Run 1, cells by drive strength:
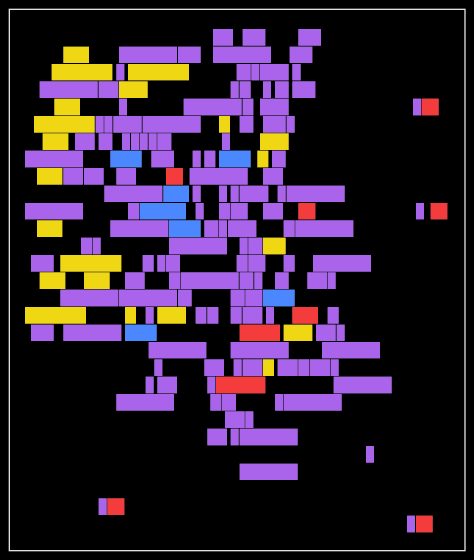
Run 1, placement density heat map:
Bar = 20 um. The die is cut into 7 by 8 equal tiles; dark blue is low, red is high, 0 to 100% covered.
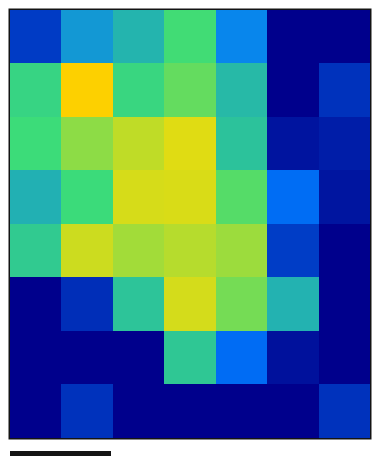
Run 1, metal 2:
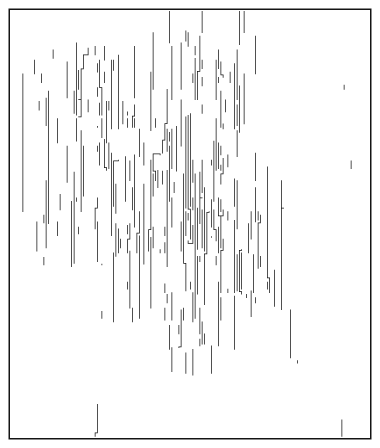
===== config.mk =====
export PLATFORM = sky130hd
export DESIGN_NAME = obstacle_feeder_flat
export DESIGN_NICKNAME = d
export VERILOG_FILES = /design/src/rtl/obstacle_feeder_pkg.sv /design/src/rtl/obstacle_feeder_if.sv /design/src/rtl/feeder_lfsr8.sv /design/src/rtl/obstacle_feeder.sv /design/src/flat_wrapper.sv
export SDC_FILE = /design/constraint.sdc
export NUM_CORES = 1
export LEC_CHECK = 0
export CORE_ASPECT_RATIO = 1.2
export CORE_MARGIN = 2
export CORE_UTILIZATION = 30
export CTS_BUF_LIST = sky130_fd_sc_hd__clkbuf_8 sky130_fd_sc_hd__clkbuf_16
export DETAILED_ROUTE_END_ITERATION = 8
export GPL_ROUTABILITY_DRIVEN = 0
export GPL_TIMING_DRIVEN = 0
export RECOVER_POWER = 50
export SLEW_MARGIN = 15
export SYNTH_ARGS = -nofsm -noshare
export SYNTH_HDL_FRONTEND = slang
export SYNTH_SLANG_ARGS = --single-unit

===== constraint.sdc =====
create_clock -name i_Clk -period 2.2 [get_ports i_Clk]
set_input_delay 0.44 -clock i_Clk [delete_from_list [all_inputs] [get_ports i_Clk]]
set_output_delay 0.44 -clock i_Clk [all_outputs]
set_load 0.03 [all_outputs]

===== src/rtl/obstacle_feeder_pkg.sv =====
// Shared definitions for the obstacle feeder: FSM encoding, LFSR taps,
// default pacing constants and the LFSR step helper.
package obstacle_feeder_pkg;

    typedef enum logic [1:0] {
        ST_IDLE    = 2'd0,
        ST_RUN     = 2'd1,
        ST_PAUSED  = 2'd2,
        ST_STOPPED = 2'd3
    } feeder_state_e;

    // Taps for x^8+x^6+x^5+x^4+1: feedback = b7 ^ b5 ^ b4 ^ b3.
    localparam logic [7:0] LFSR_TAPS      = 8'hB8;
    // OR-ing the low six bits to 1 lets a reduction-AND yield b7 & b6.
    localparam logic [7:0] LFSR_CAND_MASK = 8'h3F;
    localparam logic [7:0] LFSR_SAFE_SEED = 8'h01;

    localparam int          DEF_DIV_W         = 16;
    localparam logic [15:0] DEF_INIT_PERIOD   = 16'd50000;
    localparam logic [15:0] DEF_MIN_PERIOD    = 16'd10000;
    localparam logic [15:0] DEF_STEP          = 16'd2000;
    localparam int          DEF_SPEEDUP_EVERY = 8;
    localparam int          DEF_MIN_GAP       = 2;
    localparam logic [7:0]  DEF_LFSR_SEED     = 8'hA5;
    localparam logic [3:0]  LEVEL_MAX         = 4'd15;

    // One Fibonacci step: shift left, feedback into bit 0.
    function automatic logic [7:0] lfsr_next(input logic [7:0] s);
        return {s[6:0], ^(s & LFSR_TAPS)};
    endfunction

endpackage


===== src/rtl/obstacle_feeder_if.sv =====
// Control/stream bundle between the game controller and the obstacle feeder.
// slave = feeder side, master = controller / shift-register side.
interface obstacle_feeder_if;
    logic       Start;
    logic       Pause;
    logic       Halt;
    logic       BitOut;
    logic       ShiftOut;
    logic       Running;
    logic [3:0] Level;

    modport master (
        output Start, Pause, Halt,
        input  BitOut, ShiftOut, Running, Level
    );

    modport slave (
        input  Start, Pause, Halt,
        output BitOut, ShiftOut, Running, Level
    );
endinterface


===== src/rtl/feeder_lfsr8.sv =====
// 8-bit Fibonacci LFSR that advances only when enabled. A zero seed would
// lock the register at 0, so it is replaced by 8'h01.
module feeder_lfsr8
    import obstacle_feeder_pkg::*;
#(
    parameter logic [7:0] SEED = DEF_LFSR_SEED
) (
    input  logic       i_clk,
    input  logic       i_rst_n,
    input  logic       i_adv,
    output logic [7:0] o_state
);
    localparam logic [7:0] SEED_SAFE = (SEED == 8'h00) ? LFSR_SAFE_SEED : SEED;

    logic [7:0] r_state;

    // State register: seeded on reset, stepped on each advance request.
    always_ff @(posedge i_clk or negedge i_rst_n) begin
        if (!i_rst_n)   r_state <= SEED_SAFE;
        else if (i_adv) r_state <= lfsr_next(r_state);
    end

    assign o_state = r_state;
endmodule


===== src/rtl/obstacle_feeder.sv =====
// Obstacle feeder: paces shift strobes with a programmable period counter,
// draws obstacle bits from an LFSR subject to a minimum-gap rule, and
// optionally speeds up over time.
// Optional feature macro: FEEDER_SPEEDUP_EN (period shortening and Level).
module obstacle_feeder
    import obstacle_feeder_pkg::*;
#(
    parameter int               DIV_W         = DEF_DIV_W,
    parameter logic [DIV_W-1:0] INIT_PERIOD   = DIV_W'(DEF_INIT_PERIOD),
    parameter logic [DIV_W-1:0] MIN_PERIOD    = DIV_W'(DEF_MIN_PERIOD),
    parameter logic [DIV_W-1:0] STEP          = DIV_W'(DEF_STEP),
    parameter int               SPEEDUP_EVERY = DEF_SPEEDUP_EVERY,
    parameter int               MIN_GAP       = DEF_MIN_GAP,
    parameter logic [7:0]       LFSR_SEED     = DEF_LFSR_SEED
) (
    input  logic                 i_Clk,
    input  logic                 i_Rst,
    obstacle_feeder_if.slave     fif
);
    localparam int GAP_W = (MIN_GAP < 1) ? 1 : $clog2(MIN_GAP + 1);
    localparam logic [GAP_W-1:0] GAP_MAX = GAP_W'(MIN_GAP);

    feeder_state_e    r_state, w_next_state;
    logic [DIV_W-1:0] r_cnt;
    logic [GAP_W-1:0] r_gap;
    logic             r_bit;
    logic             r_shift;
    logic             r_running;

    logic             w_start_run;
    logic             w_strobe;
    logic             w_dec;
    logic [7:0]       w_lfsr;
    logic             w_cand;
    logic             w_bit;
    logic [DIV_W-1:0] w_period;
    logic [3:0]       w_level;

    feeder_lfsr8 #(.SEED(LFSR_SEED)) u_lfsr (
        .i_clk   (i_Clk),
        .i_rst_n (i_Rst),
        .i_adv   (w_strobe),
        .o_state (w_lfsr)
    );

    // Candidate is b7 & b6 of the pre-step state; suppressed while too close
    // to the previous 1 so the course stays passable.
    assign w_cand = &(w_lfsr | LFSR_CAND_MASK);
    assign w_bit  = w_cand & (r_gap >= GAP_MAX);

    // FSM state register.
    always_ff @(posedge i_Clk or negedge i_Rst) begin
        if (!i_Rst) r_state <= ST_IDLE;
        else        r_state <= w_next_state;
    end

    // Next state and pacing actions; Halt beats Pause beats counting.
    always_comb begin
        w_next_state = r_state;
        w_start_run  = 1'b0;
        w_strobe     = 1'b0;
        w_dec        = 1'b0;
        case (r_state)
            ST_IDLE, ST_STOPPED: begin
                if (fif.Start) begin
                    w_next_state = ST_RUN;
                    w_start_run  = 1'b1;
                end
            end
            ST_RUN: begin
                if (fif.Halt)          w_next_state = ST_STOPPED;
                else if (fif.Pause)    w_next_state = ST_PAUSED;
                else if (r_cnt == '0)  w_strobe     = 1'b1;
                else                   w_dec        = 1'b1;
            end
            ST_PAUSED: begin
                if (fif.Halt)          w_next_state = ST_STOPPED;
                else if (!fif.Pause)   w_next_state = ST_RUN;
            end
            default: w_next_state = ST_IDLE;
        endcase
    end

    // Period counter: loaded on start, reloaded with the current period on
    // each strobe, otherwise counts down while running.
    always_ff @(posedge i_Clk or negedge i_Rst) begin
        if (!i_Rst)           r_cnt <= '0;
        else if (w_start_run) r_cnt <= INIT_PERIOD - DIV_W'(1);
        else if (w_strobe)    r_cnt <= w_period - DIV_W'(1);
        else if (w_dec)       r_cnt <= r_cnt - DIV_W'(1);
    end

    // Gap tracker: zeros emitted since the last 1, saturating at MIN_GAP.
    always_ff @(posedge i_Clk or negedge i_Rst) begin
        if (!i_Rst)           r_gap <= GAP_MAX;
        else if (w_start_run) r_gap <= GAP_MAX;
        else if (w_strobe) begin
            if (w_bit)                r_gap <= '0;
            else if (r_gap < GAP_MAX) r_gap <= r_gap + GAP_W'(1);
        end
    end

    // Registered outputs: bit held between strobes, single-cycle strobe.
    always_ff @(posedge i_Clk or negedge i_Rst) begin
        if (!i_Rst) begin
            r_bit     <= 1'b0;
            r_shift   <= 1'b0;
            r_running <= 1'b0;
        end else begin
            if (w_strobe) r_bit <= w_bit;
            r_shift   <= w_strobe;
            r_running <= (w_next_state == ST_RUN) || (w_next_state == ST_PAUSED);
        end
    end

`ifdef FEEDER_SPEEDUP_EN
    localparam int SH_W = (SPEEDUP_EVERY < 2) ? 1 : $clog2(SPEEDUP_EVERY);
    localparam logic [SH_W-1:0] SH_LAST = SH_W'(SPEEDUP_EVERY - 1);

    logic [DIV_W-1:0] r_period;
    logic [SH_W-1:0]  r_shifts;
    logic [3:0]       r_level;
    logic [DIV_W-1:0] w_room;
    logic [DIV_W-1:0] w_period_dn;

    // Headroom above the floor; compared before subtracting so it never wraps.
    assign w_room      = (r_period > MIN_PERIOD) ? (r_period - MIN_PERIOD) : '0;
    assign w_period_dn = (w_room >= STEP) ? (r_period - STEP) : MIN_PERIOD;

    // Speed-up bookkeeping; the shortened period applies from the next reload.
    always_ff @(posedge i_Clk or negedge i_Rst) begin
        if (!i_Rst) begin
            r_period <= INIT_PERIOD;
            r_shifts <= '0;
            r_level  <= '0;
        end else if (w_start_run) begin
            r_period <= INIT_PERIOD;
            r_shifts <= '0;
            r_level  <= '0;
        end else if (w_strobe) begin
            if (r_shifts == SH_LAST) begin
                r_shifts <= '0;
                r_period <= w_period_dn;
                if (r_level != LEVEL_MAX) r_level <= r_level + 4'd1;
            end else begin
                r_shifts <= r_shifts + SH_W'(1);
            end
        end
    end

    assign w_period = r_period;
    assign w_level  = r_level;
`else
    assign w_period = INIT_PERIOD;
    assign w_level  = 4'd0;
`endif

    assign fif.BitOut   = r_bit;
    assign fif.ShiftOut = r_shift;
    assign fif.Running  = r_running;
    assign fif.Level    = w_level;

endmodule

===== src/flat_wrapper.sv =====
// flat-port wrapper written by rule: the top's interface ports become plain ports
module obstacle_feeder_flat import obstacle_feeder_pkg::*;
#(
    parameter int               DIV_W         = DEF_DIV_W,
    parameter logic [DIV_W-1:0] INIT_PERIOD   = DIV_W'(DEF_INIT_PERIOD),
    parameter logic [DIV_W-1:0] MIN_PERIOD    = DIV_W'(DEF_MIN_PERIOD),
    parameter logic [DIV_W-1:0] STEP          = DIV_W'(DEF_STEP),
    parameter int               SPEEDUP_EVERY = DEF_SPEEDUP_EVERY,
    parameter int               MIN_GAP       = DEF_MIN_GAP,
    parameter logic [7:0]       LFSR_SEED     = DEF_LFSR_SEED
)
  (i_Clk, i_Rst, fif_Start, fif_Pause, fif_Halt, fif_BitOut, fif_ShiftOut, fif_Running, fif_Level);
  obstacle_feeder_if fif_i ();
  input  logic i_Clk;
  input  logic i_Rst;
  input wire logic [$bits(fif_i.Start)-1:0] fif_Start;
  input wire logic [$bits(fif_i.Pause)-1:0] fif_Pause;
  input wire logic [$bits(fif_i.Halt)-1:0] fif_Halt;
  output wire logic [$bits(fif_i.BitOut)-1:0] fif_BitOut;
  output wire logic [$bits(fif_i.ShiftOut)-1:0] fif_ShiftOut;
  output wire logic [$bits(fif_i.Running)-1:0] fif_Running;
  output wire logic [$bits(fif_i.Level)-1:0] fif_Level;
  assign fif_i.Start = fif_Start;
  assign fif_i.Pause = fif_Pause;
  assign fif_i.Halt = fif_Halt;
  assign fif_BitOut = fif_i.BitOut;
  assign fif_ShiftOut = fif_i.ShiftOut;
  assign fif_Running = fif_i.Running;
  assign fif_Level = fif_i.Level;
  obstacle_feeder #(.DIV_W(DIV_W), .INIT_PERIOD(INIT_PERIOD), .MIN_PERIOD(MIN_PERIOD), .STEP(STEP), .SPEEDUP_EVERY(SPEEDUP_EVERY), .MIN_GAP(MIN_GAP), .LFSR_SEED(LFSR_SEED)) u_core (.i_Clk(i_Clk), .i_Rst(i_Rst), .fif(fif_i));
endmodule

==> metrics.cfg, run 1 <==
[clock_network]
clock_latency_ns = 0.28
cts_setup_buffers = 0

[layout]
num-nonclk-inverters = 6
seq_cells = 31
largest_reg_flops = 16
fin_nets = 181
final-clk-cell-share = 0.0445

[status]
outcome = finished with violations
violations = max-capacitance violations, max-slew violations

[critical_path]
end_kind = flip-flop
critPathKind = reg -> reg
worst_path_largest_cell_delay_ns = 0.42

[worst_hold_path]
worstHoldPathCells = 2

[global_route]
grt_max_degree = 32
use_met1 = 0.120
grt_pass1_vias = 1099

[power_and_ir_drop]
clock_power_mw = 0.429
pwr_density_cell_mw_per_mm2 = 749
p_sw_frac = 0.330

[logic_synthesis]
xor_share = 0.0810

[route]
routedWlPerCell_um = 12.2
dr.pass1.iters = 5

[final_timing]
maxSlewViolCount = 32
grt_setup_unrepaired = no

[placement]
placed_cells = 225

[job]
cap_violations = 1

About 'cells by drive strength':
[yellow] x2 | cells: 21
[purple] x1 and smaller | cells: 135
[red] x3 and x4 | cells: 9
[blue] x6 and larger | cells: 7
fin area: 0.00189 sq mm
Worst Slack Setup Final: 0.199 ns
Area Overhead vs Synth: 16.3%
nonclk buf count: 15

About 'placement density heat map':
emptiest ninth of the die: lower left
mean over tiles: 30%
tiles over 75% full: 1.8%
final core utilization: 0.358
core box area: 0.00526 sq mm

About 'metal 2':
longest straight run: 28.6 um
nets with wire on the layer: 138
wire length on this layer: 1,410 um
Vias: 1,112
GR Util met2: 0.178
final wirelength: 2850 um

==> inputs of run 2 (changes only) <==
Settings changed: MAX_ROUTING_LAYER set to met4.
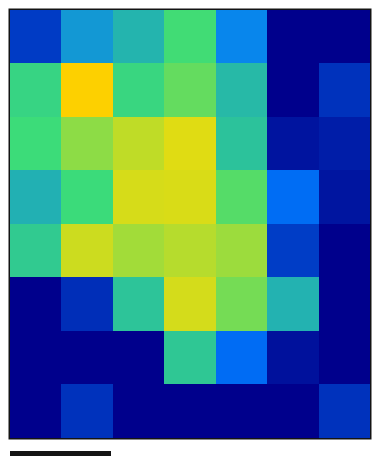
Run 2: placement density heat map
Bar = 20 um. The die is cut into 7 by 8 equal tiles; dark blue is low, red is high, 0 to 100% covered.
nearly empty tiles: 27%
mean over tiles: 30%
densest ninth of the die: center
Initial Util: 0.308

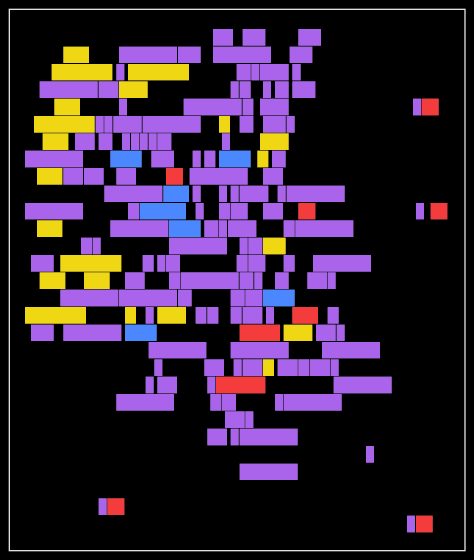
Run 2: cells by drive strength
[red] x3 and x4 | cells: 9
[purple] x1 and smaller | cells: 135
[blue] x6 and larger | cells: 7
[yellow] x2 | cells: 21
Worst Slack Setup Final: 0.193 ns

==> run 2 against run 1 <==
Net effect: the flow still finishes with violations (max-capacitance violations, max-slew violations); largest power group unchanged; clock skew down 0.0019 ns; clock power about the same; highest routed layer unchanged; sequential cell count unchanged; via count did not move.
==> metrics.cfg, run 2 <==
[global_route]
grt_pass1_vias = 1100  ; was 1,099
grt_max_degree = 32  ; unchanged
grt_use_met2 = 0.178  ; unchanged

[critical_path]
worst_path_largest_cell_delay_ns = 0.42  ; about the same
end_kind = flip-flop  ; unchanged
critPathKind = reg -> reg  ; unchanged

[power_and_ir_drop]
p_sw_frac = 0.328  ; was 0.330
pwr_density_cell_mw_per_mm2 = 747  ; was 749 mW/mm^2
clock_power_mw = 0.427  ; was 0.429 mW

[worst_hold_path]
worstHoldPathCells = 2  ; unchanged

[clock_network]
cts_setup_buffers = 0  ; unchanged
clock_latency_ns = 0.28  ; about the same

[status]
outcome = finished with violations  ; unchanged
violations = max-capacitance violations, max-slew violations  ; unchanged

[final_timing]
maxSlewViolCount = 32  ; unchanged
grt_setup_unrepaired = no  ; unchanged

[layout]
fin_util = 0.358  ; unchanged
syn2layout_area_growth_pct = 16.3  ; unchanged
fin_nets = 181  ; unchanged
seq_cells = 31  ; unchanged
buffers = 15  ; unchanged
num-nonclk-inverters = 6  ; unchanged

[floorplanning]
core-area_sq_mm = 0.00526  ; unchanged

[route]
dr_total_vias = 1112  ; unchanged
dr.pass1.iters = 5  ; unchanged
routedWlPerCell_um = 12.1  ; was 12.2 um

[job]
cap_violations = 1  ; unchanged

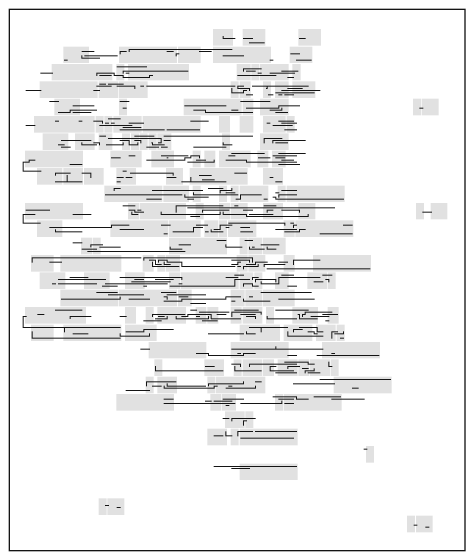
Run 2: signal wires on met1
main direction: horizontal
share of all routed wire: 47%
grt met1 use: 0.120
final wirelength: 2830 um

==> inputs of run 3 (changes only) <==
Settings changed: TNS_END_PERCENT set to 10.
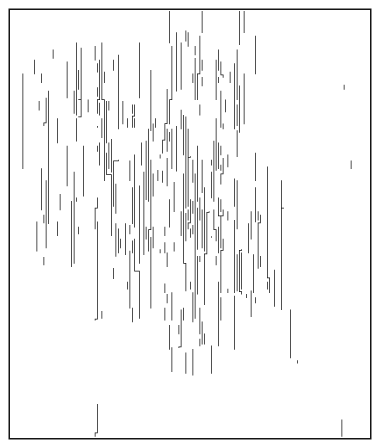
Run 3: metal 2
main direction: vertical
share of all routed wire: 50%
Vias: 1,120
GR Util met2: 0.177
final wirelength: 2840 um

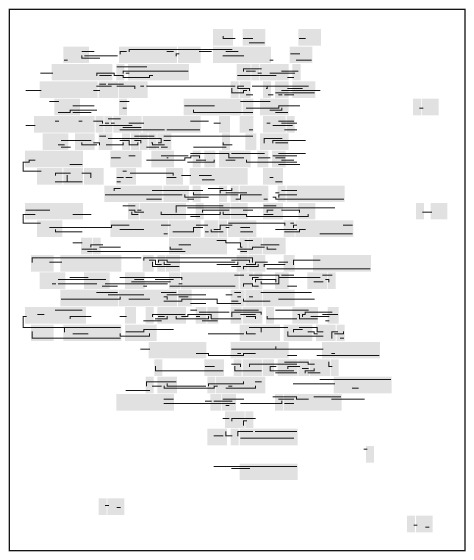
Run 3: signal wires on met1
main direction: horizontal
share of all routed wire: 47%
grt met1 use: 0.120

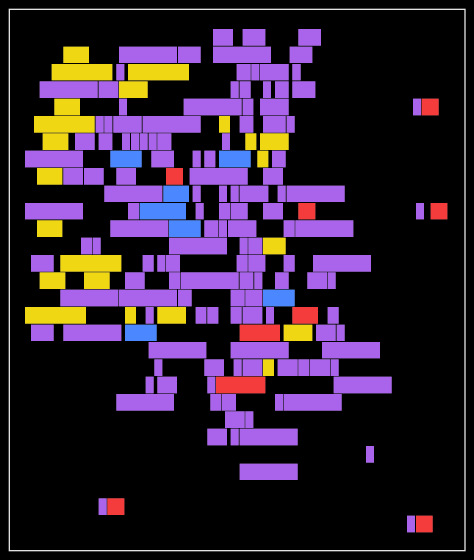
Run 3: cells by drive strength
[yellow] x2 | cells: 22
[purple] x1 and smaller | cells: 135
[red] x3 and x4 | cells: 9
[blue] x6 and larger | cells: 7
fin area: 0.00189 sq mm
Worst Slack Setup Final: 0.213 ns
nonclk buf count: 16
Area Overhead vs Synth: 16.6%

==> run 3 against run 2 <==
Net effect: the run still ends with max-capacitance violations, max-slew violations left; die area unchanged; sequential power about the same; power up 0.52%; clock power about the same; cell area up 0.27%; largest cell class unchanged.
==> metrics.cfg, run 3 <==
[status]
outcome = finished with violations  ; unchanged
violations = max-capacitance violations, max-slew violations  ; unchanged

[layout]
num-nonclk-inverters = 6  ; unchanged
final-clk-cell-share = 0.0443  ; was 0.0445
n_fill_cell = 519  ; was 518
fin_nets = 182  ; was 181
seq_cells = 31  ; unchanged
fin_util = 0.359  ; was 0.358
largest_reg_flops = 16  ; unchanged
buffer_area_frac = 0.0688  ; was 0.0664
final_layout_top_logic_cells = 26 x dfrtp_1, 16 x nand2_1, 15 x nor2_1  ; unchanged

[clock_network]
clock_latency_ns = 0.28  ; about the same
cts_setup_buffers = 0  ; unchanged

[placement]
place_ws_ns = -0.312  ; unchanged
placed_cells = 225  ; unchanged

[global_route]
grt_antenna_before_repair = 0  ; unchanged
grt_max_degree = 32  ; unchanged
grt_pass1_vias = 1099  ; was 1,100

[route]
top_layer = met4  ; unchanged
met1Wirelength_um = 1330  ; about the same
postRouteAntennaNets = 0  ; unchanged
routedWlPerCell_um = 12.1  ; about the same
dr.pass1.iters = 3  ; was 5
drt_iter0_drc = 24  ; was 26

[final_timing]
setup_viol_count_final = 0  ; unchanged
maxSlewViolCount = 32  ; unchanged
grt_setup_unrepaired = no  ; unchanged

[power_and_ir_drop]
p_sw_frac = 0.328  ; about the same
p_sw_mw = 0.465  ; was 0.463 mW
clock_power_mw = 0.427  ; about the same
pwr_density_cell_mw_per_mm2 = 749  ; was 747 mW/mm^2

[floorplanning]
initial_core_util = 0.308  ; unchanged
rows = 29  ; unchanged
core-area_sq_mm = 0.00526  ; unchanged

[critical_path]
path_depth = 8  ; was 6
end_kind = flip-flop  ; unchanged
worst_path_largest_cell_delay_ns = 0.41  ; was 0.42 ns
critPathKind = reg -> reg  ; unchanged

[job]
cap_violations = 1  ; unchanged
warnings = 28  ; unchanged

[logic_synthesis]
xor_share = 0.0810  ; unchanged

[worst_hold_path]
worstHoldPathCells = 2  ; unchanged

Power is estimated from default activity; no workload was simulated.
